## config.mk

```make
export PLATFORM = sky130hd
export DESIGN_NAME = ros2_sub_msg_stream
export DESIGN_NICKNAME = d
export VERILOG_FILES = /design/src/rtl/ros2_sub_msg_stream_pkg.sv /design/src/rtl/ros2_sub_msg_ram.sv /design/src/rtl/ros2_sub_msg_stream.sv
export SDC_FILE = /design/constraint.sdc
export NUM_CORES = 1
export LEC_CHECK = 0
export CAP_MARGIN = 20
export CORE_UTILIZATION = 30
export DETAILED_ROUTE_END_ITERATION = 10
export PLACE_DENSITY = 0.47
export SLEW_MARGIN = 0
export SYNTH_ARGS = -nofsm -noshare
export SYNTH_HDL_FRONTEND = slang
export SYNTH_SLANG_ARGS = --single-unit
```

## constraint.sdc

```tcl
create_clock -name clk_int -period 5.2 [get_ports clk_int]
set_input_delay 0.52 -clock clk_int [delete_from_list [all_inputs] [get_ports clk_int]]
set_output_delay 0.52 -clock clk_int [all_outputs]
set_load 0.02 [all_outputs]
```

## src/rtl/ros2_sub_msg_stream_pkg.sv

```systemverilog
// Shared constants and helpers for the ROS2 subscriber message replay block.
// The app-data buffer depth here must match the ros2_ether build configuration.
package ros2_sub_msg_stream_pkg;

  localparam int ROS2_MAX_APP_DATA_LEN = 64;
  localparam int BYTE_W                = 8;
  localparam int REP_ID_W              = 16;

  // Clamp an 8-bit message length to the buffer depth (9-bit to allow a 256-byte buffer)
  function automatic logic [8:0] clamp_len(input logic [7:0] len, input logic [8:0] max_len);
    if ({1'b0, len} > max_len) begin
      return max_len;
    end else begin
      return {1'b0, len};
    end
  endfunction

endpackage

```

## src/rtl/ros2_sub_msg_ram.sv

```systemverilog
// Simple dual-port message buffer: one write port, one synchronous read port.
module ros2_sub_msg_ram #(
  parameter int DEPTH = 64,
  parameter int AW    = $clog2(DEPTH)
) (
  input  logic          clk_int,
  input  logic          we,
  input  logic [AW-1:0] wr_addr,
  input  logic [7:0]    wr_data,
  input  logic          re,
  input  logic [AW-1:0] rd_addr,
  output logic [7:0]    rd_data
);

  logic [7:0] mem_r [DEPTH];

  // Write port; contents are deliberately left unreset
  always_ff @(posedge clk_int) begin
    if (we) begin
      mem_r[wr_addr] <= wr_data;
    end
  end

  // Registered read port, one cycle of latency
  always_ff @(posedge clk_int) begin
    if (re) begin
      rd_data <= mem_r[rd_addr];
    end
  end

endmodule

```

## src/rtl/ros2_sub_msg_stream.sv

```systemverilog
// Replays each received ROS2 subscriber message from the shared buffer as a
// byte stream tagged with the writer ID, holding the buffer lock throughout.
module ros2_sub_msg_stream
  import ros2_sub_msg_stream_pkg::*;
#(
  parameter int  MAX_LEN = ROS2_MAX_APP_DATA_LEN,
  localparam int AW      = $clog2(MAX_LEN)
) (
  input  logic                clk_int,
  input  logic                rst_n,
  input  logic [AW-1:0]       wr_addr,
  input  logic                wr_ce,
  input  logic                wr_we,
  input  logic [BYTE_W-1:0]   wr_data,
  input  logic [7:0]          msg_len,
  input  logic [REP_ID_W-1:0] msg_rep_id,
  input  logic                msg_recv,
  output logic                buf_req,
  input  logic                buf_grant,
  output logic                buf_rel,
  output logic [BYTE_W-1:0]   m_tdata,
  output logic                m_tvalid,
  input  logic                m_tready,
  output logic                m_tlast,
  output logic [REP_ID_W-1:0] m_tuser,
  output logic                busy,
  output logic [7:0]          overrun_cnt
);

  localparam logic [2:0] S_IDLE   = 3'd0;
  localparam logic [2:0] S_REQ    = 3'd1;
  localparam logic [2:0] S_FETCH  = 3'd2;
  localparam logic [2:0] S_STREAM = 3'd3;
  localparam logic [2:0] S_REL    = 3'd4;

  localparam logic [8:0] MAX_LEN9 = 9'(MAX_LEN);

  logic [2:0]          state_r, state_next_s;
  logic                pending_r;
  logic [7:0]          overrun_cnt_r;
  logic [AW:0]         len_q_r, idx_r, idx_inc_s, len_clamp_s;
  logic                rd_en_s;
  logic [AW-1:0]       rd_addr_s;
  logic [BYTE_W-1:0]   rd_data_s;
  logic [BYTE_W-1:0]   m_tdata_r;
  logic                m_tvalid_r, m_tlast_r, buf_req_r, buf_rel_r, busy_r;
  logic [REP_ID_W-1:0] m_tuser_r;

  // idx is one bit wider than the address so a full 256-byte buffer cannot wrap
  assign idx_inc_s   = idx_r + {{AW{1'b0}}, 1'b1};
  assign len_clamp_s = (AW+1)'(clamp_len(msg_len, MAX_LEN9));

  ros2_sub_msg_ram #(.DEPTH(MAX_LEN), .AW(AW)) u_ram (
    .clk_int (clk_int),
    .we      (wr_ce & wr_we),
    .wr_addr (wr_addr),
    .wr_data (wr_data),
    .re      (rd_en_s),
    .rd_addr (rd_addr_s),
    .rd_data (rd_data_s)
  );

  // Next-state and buffer read-address decode
  always_comb begin
    state_next_s = state_r;
    rd_en_s      = 1'b0;
    rd_addr_s    = {AW{1'b0}};
    case (state_r)
      S_IDLE: begin
        if (msg_recv || pending_r) begin
          state_next_s = S_REQ;
        end else begin
          state_next_s = S_IDLE;
        end
      end
      S_REQ: begin
        if (!buf_grant) begin
          state_next_s = S_REQ;
        end else if (len_clamp_s == {(AW+1){1'b0}}) begin
          state_next_s = S_REL;
        end else begin
          state_next_s = S_FETCH;
          rd_en_s      = 1'b1;
        end
      end
      S_FETCH: begin
        if (buf_grant) begin
          state_next_s = S_STREAM;
        end else begin
          state_next_s = S_REL;
        end
      end
      S_STREAM: begin
        if (!buf_grant) begin
          state_next_s = S_REL;
        end else if (!m_tready) begin
          state_next_s = S_STREAM;
        end else if (m_tlast_r) begin
          state_next_s = S_REL;
        end else begin
          state_next_s = S_FETCH;
          rd_en_s      = 1'b1;
          rd_addr_s    = idx_inc_s[AW-1:0];
        end
      end
      S_REL: begin
        state_next_s = S_IDLE;
      end
      default: begin
        state_next_s = S_IDLE;
      end
    endcase
  end

  // State, handshake and stream output registers
  always_ff @(posedge clk_int or negedge rst_n) begin
    if (!rst_n) begin
      state_r    <= S_IDLE;
      busy_r     <= 1'b0;
      buf_req_r  <= 1'b0;
      buf_rel_r  <= 1'b0;
      len_q_r    <= {(AW+1){1'b0}};
      idx_r      <= {(AW+1){1'b0}};
      m_tdata_r  <= {BYTE_W{1'b0}};
      m_tvalid_r <= 1'b0;
      m_tlast_r  <= 1'b0;
      m_tuser_r  <= {REP_ID_W{1'b0}};
    end else begin
      state_r   <= state_next_s;
      busy_r    <= (state_next_s != S_IDLE);
      buf_req_r <= (state_next_s != S_IDLE);
      buf_rel_r <= (state_r == S_REL);
      case (state_r)
        S_REQ: begin
          if (buf_grant) begin
            len_q_r   <= len_clamp_s;
            m_tuser_r <= msg_rep_id;
            idx_r     <= {(AW+1){1'b0}};
          end
        end
        S_FETCH: begin
          if (buf_grant) begin
            m_tdata_r  <= rd_data_s;
            m_tvalid_r <= 1'b1;
            m_tlast_r  <= (idx_inc_s == len_q_r);
          end
        end
        S_STREAM: begin
          if (!buf_grant || m_tready) begin
            m_tvalid_r <= 1'b0;
            m_tlast_r  <= 1'b0;
          end
          if (buf_grant && m_tready && !m_tlast_r) begin
            idx_r <= idx_inc_s;
          end
        end
        default: begin
        end
      endcase
    end
  end

  // Notification capture: one pending slot, extra notifications are counted and dropped
  always_ff @(posedge clk_int or negedge rst_n) begin
    if (!rst_n) begin
      pending_r     <= 1'b0;
      overrun_cnt_r <= 8'd0;
    end else if (state_r == S_IDLE) begin
      pending_r <= pending_r & msg_recv;
    end else if (msg_recv) begin
      if (!pending_r) begin
        pending_r <= 1'b1;
      end else if (overrun_cnt_r != 8'hFF) begin
        overrun_cnt_r <= overrun_cnt_r + 8'd1;
      end
    end
  end

  assign buf_req     = buf_req_r;
  assign buf_rel     = buf_rel_r;
  assign busy        = busy_r;
  assign m_tdata     = m_tdata_r;
  assign m_tvalid    = m_tvalid_r;
  assign m_tlast     = m_tlast_r;
  assign m_tuser     = m_tuser_r;
  assign overrun_cnt = overrun_cnt_r;

endmodule

```

### Cell placement

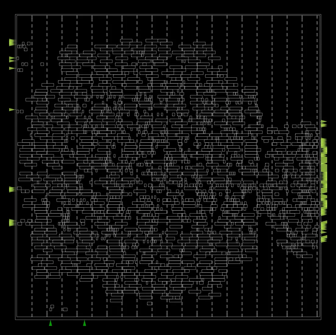
fillcell total: 7417
Post-Layout Cell Count: 2722

### Cell sizes after repair

The bar under the picture is 100 µm long.
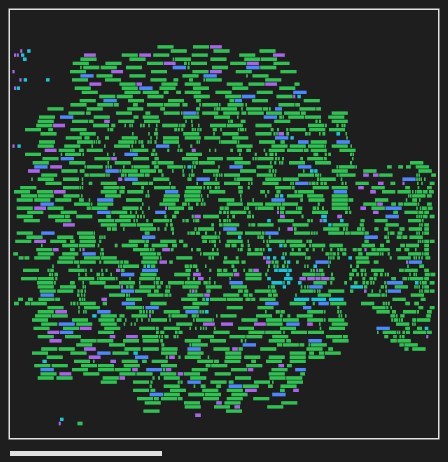
- _6 and larger: blue (cells 75; most used clkbuf_16)
- _0 and _1 cells: green (cells 1455; most used edfxtp_1)
- _2 cells: purple (cells 101; most used mux2_2)
- _3 and _4 cells: cyan (cells 51; most used buf_4)

### Clock distribution

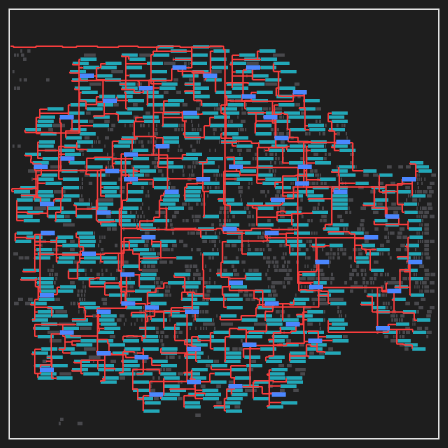
- clock drivers: blue (count 61)
- flip-flops: cyan (count 574)
- clock wires: red (length 7360 µm)
- routed clock nets: 62

==> metal layers <==
layer	up-vias	GRT usage [%]	routed length, µm
met3	103	2.91	4780
li1	6182	-	-
met2	587	27.6	31700
met1	7321	26.3	32900
met4	4	4.85	1590
met5	-	0	22
==> state kept, by name (all words and copies together) (netlist names), 3 cells and up <==
register / count
u_ram.mem_r: 512
m_tuser: 16
m_tdata: 8
overrun_cnt: 8
u_ram.rd_data: 8
idx_r: 7
len_q_r: 7
state_r: 3
==> power breakdown <==
group	leakage (nW)	switching (mW)	internal, mW
clock network	0.965	1.83	2.51
logic	2.44	1.45	0.883
registers	5.36	0.210	5.23
==> results_slide.txt <==
Run Summary

Logic synthesis
  • FFs w/ async S/R, synth: a little under a tenth
  • Simple-gate share of the synthesized area: under 10%
  • Post-Syn Area: 23400 µm²
  • YS warnings: 0
  • Xor/xnor share: 0.808%
  • Yosys aoi share: about 7.9%
  • Syn Nets: between 1500 and 2000
  • Post-synth regs: about 570
  • Cell Type Count: 83
  • Top cells by count, synth: edfxtp_1, nand2_1, nor2_1
  • Max-area cell share: around two thirds
  • Adder share: less than 1%
  • Post-Syn Instances: approximately 1500
  • Yosys stat area: roughly 23000 µm²
  • Primary FF master, synth: edfxtp_1
  • Largest logic family: simple AND/OR/NAND/NOR gates
  • EDFF count, synth: 520
  • Mean Syn Cell Area: between 15 and 20 µm²
  • Cell taking the most area after synthesis: edfxtp_1

Die
  • Die width: between 200 and 300 µm
  • Die area: between 70000 and 80000 µm²
  • # rows: 102
  • Placeable Area: 77300 µm²
  • Tapcells: 1040
  • Initial Util: 30.2%
  • Top Ports: 82

Worst setup path
  • Worst path max stage delay: about 0.93 ns
  • Worst R2R Path Depth: 9
  • Critical Path AT: between 4 and 5 ns
  • Crit path capture: u_ram.rd_data[0]
  • Critical path origin: idx_r[0]
  • Critical Path Most Common Cell: buf_4
  • Critical path cell sequence: ha_2 -> buf_4 -> nand3_1 -> buf_4 -> nor2_1 -> a32oi_1 -> a31oi_1 -> a21oi_1 -> o31a_1
  • Worst EP required: 5.58 ns
  • CP bufs+invs: 2
  • Worst setup EP type: register
  • Reg-to-Reg End: u_ram.rd_data[0]
  • Flop-to-flop setup slack: 0.68 ns
  • Critical path depth in cells: 9
  • Slowest stage cell, crit path: ha_2
  • CP Class: reg2reg
  • Kind of cell adding the most delay to the critical path: AND-OR/OR-AND gates

Cells and area
  • Cell type taking the most area: registers
  • Layout inverter count without the clock tree: 7
  • Non-clock buffer area fraction after layout: 4.10%
  • Signal buffers: approximately 120
  • Register area: 17000 µm²
  • NumNets Final: between 1500 and 2000
  • Seq cells: 574
  • Clk_buf instances: 78
  • Dominant logic cell type in the layout: edfxtp_1
  • Core Util, Final: 35.3%
  • Combinational Gates: between 800 and 900
  • Dominant logic cell types in the final layout: edfxtp_1, nand2_1, nor2_1
  • Antenna cell count: 0
  • Logic area: 5910 µm²
  • Combinational share of cell area: 21.7%
  • ClkCell Share: 7.23%
  • Flop share of the area: 62.2%
  • Design area: 27300 µm²

Timing
  • Fmax: 0.221 GHz
  • Slew margin rel.: 22.2%
  • RSZ-0062 raised after global routing: false
  • Hold Slack: between 0.02 and 0.025 ns
  • Post-layout min period: roughly 4.5 ns
  • Final Hold Fails: 0
  • Pin slew with the least headroom to its limit: approximately 1.2 ns
  • Final setup vio count: 0
  • Final Max Slew Viols: 0
  • Setup Skew: 0.0165 ns
  • Total Negative Setup Slacks: 0 ns

Clocking
  • CTS Root Cell: clkbuf_16
  • H-Tree Depth: 2
  • CTS tree: yes
  • Inserted Clock Buffers: 61
  • Clock slew at reported path FFs: around 0.060 ns
  • Clk latency late pin: 0.63 ns
  • Sink Count: 574
  • Setup Fix Bufs, Post-CTS: 0
  • CTS resizes: 0
  • CTS Hold Buffers Added: 0

Placed design
  • Total placed instance area: 25300 µm²
  • Placer Congestion: just under 0.9
  • DP HPWL: ~45000 µm
  • Setup WS pre-CTS: 0.830 ns
  • Placed cell count: 2610
  • PortBufs: 81

Routing
  • Total number of vias: 14197
  • Wire per inst: roughly 26 µm
  • Final ANT Viol Nets: 0
  • Via/cell ratio: 5.22
  • 1st-iter DRT viols: 1393
  • Initial DRT Pass Iterations: 5

Outcome
  • Outcome: complete, no violations

Pwr
  • Pwr Total: 12.1 mW
  • Leakage power total: 8.76 nW
  • Max VDD drop: 255 µV
  • Pwr Density: 444 nW/µm²

Global route
  • Antenna violations before repair: 2
  • First-pass GRT wire length: 102000 µm
  • Vias in the first global route: 13863
  • Tot GR Track Use: 18.0%
  • Pin count of the biggest net entering global routing: 77
  • Grt ovf: 0

Run
  • Max Cap Viol: 0
No activity file was given, so power comes from the tool's default toggle rates.
